==> config.mk <==
export PLATFORM = sky130hd
export DESIGN_NAME = alu_mdu_controller
export DESIGN_NICKNAME = d
export VERILOG_FILES = /design/src/rtl/alu_mdu_controller_pkg.sv /design/src/rtl/alu_mdu_controller_mdu_iter.sv /design/src/rtl/alu_mdu_controller.sv
export SDC_FILE = /design/constraint.sdc
export NUM_CORES = 1
export LEC_CHECK = 0
export ABC_CLOCK_PERIOD_IN_PS = 5800
export CAP_MARGIN = 20
export CORE_ASPECT_RATIO = 0.75
export CORE_MARGIN = 2
export CORE_UTILIZATION = 60
export CTS_CLUSTER_DIAMETER = 80
export DETAILED_ROUTE_END_ITERATION = 7
export GPL_TIMING_DRIVEN = 0
export PLACE_DENSITY_LB_ADDON = 0.08
export SYNTH_ARGS = -nofsm -noshare
export SYNTH_HDL_FRONTEND = slang
export SYNTH_HIERARCHICAL = 1
export SYNTH_SLANG_ARGS = --single-unit
==> constraint.sdc <==
create_clock -name clk -period 5.8 [get_ports clk]
set_clock_uncertainty 0.15 [all_clocks]
set_input_delay 0.87 -clock clk [delete_from_list [all_inputs] [get_ports clk]]
set_output_delay 0.87 -clock clk [all_outputs]
set_load 0.05 [all_outputs]
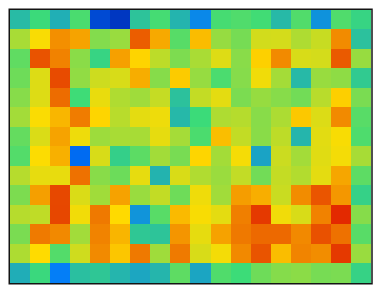
*Local utilization*
Scale: 2 px per um. The die is cut into 18 by 14 equal tiles; dark blue is low, red is high, 0 to 100% covered.
mean over tiles: 65%
densest ninth of the die: bottom right
tiles over 75% full: 27%
fullest tile: 95%
post-layout util: 71.68%
fp_density: 61.01%
area of the core: 23000 um^2

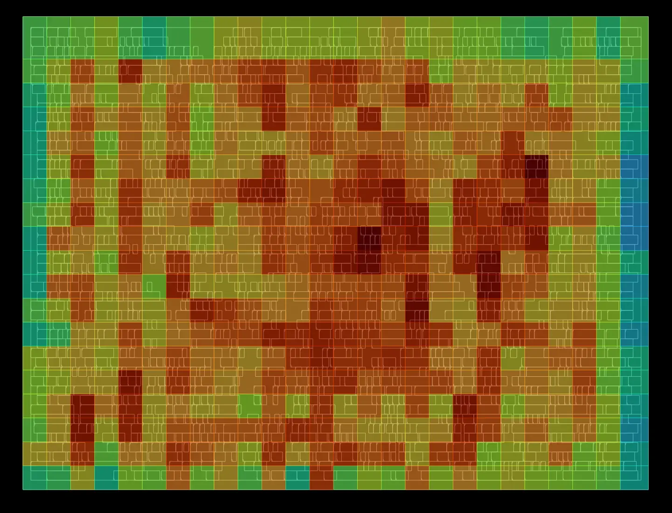
*Routing congestion map*
met3 Resource Use GR: 12.48%
GR peak layer: met1
GR Util met1: 54.36%
wire length per cell: 20.51 um

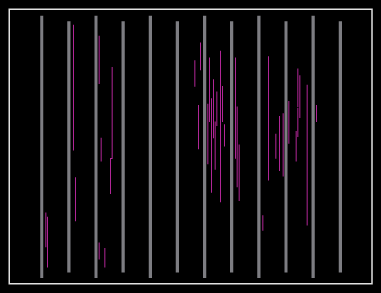
*The metal 4 layer*
Scale: 2 px per um. Supply wires on this layer in grey.
main direction: vertical
share of all routed wire: 2.2%
wire length on this layer: 1000 um
Post-Route WL: 46400 um
routed vias: 14440

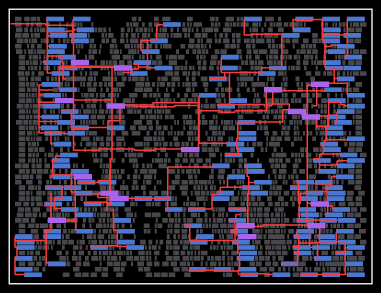
*Clock network drawn from the DEF*
Scale: 2 px per um.
[blue] flip-flops | count: 173
[red] clock wires | length: 2360 um
[purple] clock drivers | count: 17
flops lie: widely spread
Clk pwr share: 13.5%
Power Clock: 1.17 mW
Worst-Skew Late Latency: 460 ps

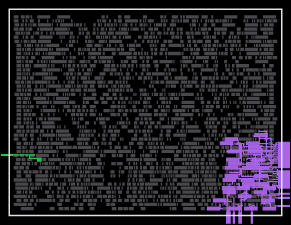
*Port wiring*
Scale: 1.5 px per um.
| colour | port | direction | edge | end cells | buffers | wire |
|---|---|---|---|---|---|---|
| purple | `lo` | output | 25 right, 7 bottom | 32 | 32 | 830 um |
| green | `stall` | output | left | 1 | 1 | 23.1 um |
I/O pins: 147
Port Buffers: 146

==> results.txt <==
yosys + openroad results -> status complete, no violations, flop2flop setup slack around 850 ps, Top delay family on crit path AND-OR/OR-AND gates, WHS ~280 ps, CTS tree done, Logic pwr share between 60% and 70%, most frequent cell after synthesis nand2_1, proportion of layout cells with a drive suffix above 1 under 10%, cell taking the most area after synthesis dfrtp_1, post-synthesis instance area between 10000 and 15000 um^2, highest clock rate slightly above 200 MHz, Flop pwr share between 20% and 30%, worst path arrival time 5100 ps, power per cell area roughly 530 nW/um^2, register share after synthesis between 30% and 40%, Cell area leaders dfrtp_1 (31%), o21ai_0 (8.2%), nand2_1 (7.4%), ha_1 (6.2%), xnor2_1 (5.7%), post-route cell area about 16000 um^2, register area about 4300 um^2, min cycle time layout 4951 ps, Final period util ~85%, Comb power approximately 5.4 mW, fraction of area in registers between 20% and 30%, number of enable flip-flop cells 0, grt ovf 0, setup violators final 0, combinational share of cell area 54.93%, max-slew violation count 0, Starting DRT DRC Count 1931, Final Hold Viols 0, syn nets between 1500 and 2000, n_diodes 0, Syn Inst Count between 1500 and 2000, DRC Markers 0, via/cell ratio 6.384, yosys warns 6, slowest stage cell, crit path a221oi_1, initial antenna violation count 0, logic area 9056 um^2, largest net degree at the start of global routing 94, Max Root-Sink Buffers 2, Final ANT Viol Nets 0, Clock Sinks 173, Max VDD drop 0.2728 mV, Seq group ~2.2 mW, Syn-to-layout area delta 17.48%, top power group combinational cells, Avg Cell Area, Syn around 8 um^2, CP Capture Type flip-flop, die area approximately 25000 um^2
[metal layers]
| layer | vias up | share of wire, % | GRT usage [%] |
|---|---|---|---|
| li1 | 6704 | - | - |
| met1 | 6807 | 44 | 54.36 |
| met2 | 845 | 40 | 53.18 |
| met3 | 85 | 14 | 12.48 |
| met4 | 0 | 2.2 | 10.48 |
| met5 | - | 0 | 0 |
[cells by family (layout without fill, tap and decap cells)]
logic type      Yosys count  in the layout  share of synthesized area [%]
simple gates            596            596                          19.88
xor+xnor                170            170                          10.61
flops                   173            173                          30.85
compound gates          551            551                          23.86
buf+inv                 170            349                          4.618
mux                      51             51                          3.655
fa+ha+maj                72             72                          6.526
No activity file was given, so power comes from the tool's default toggle rates.
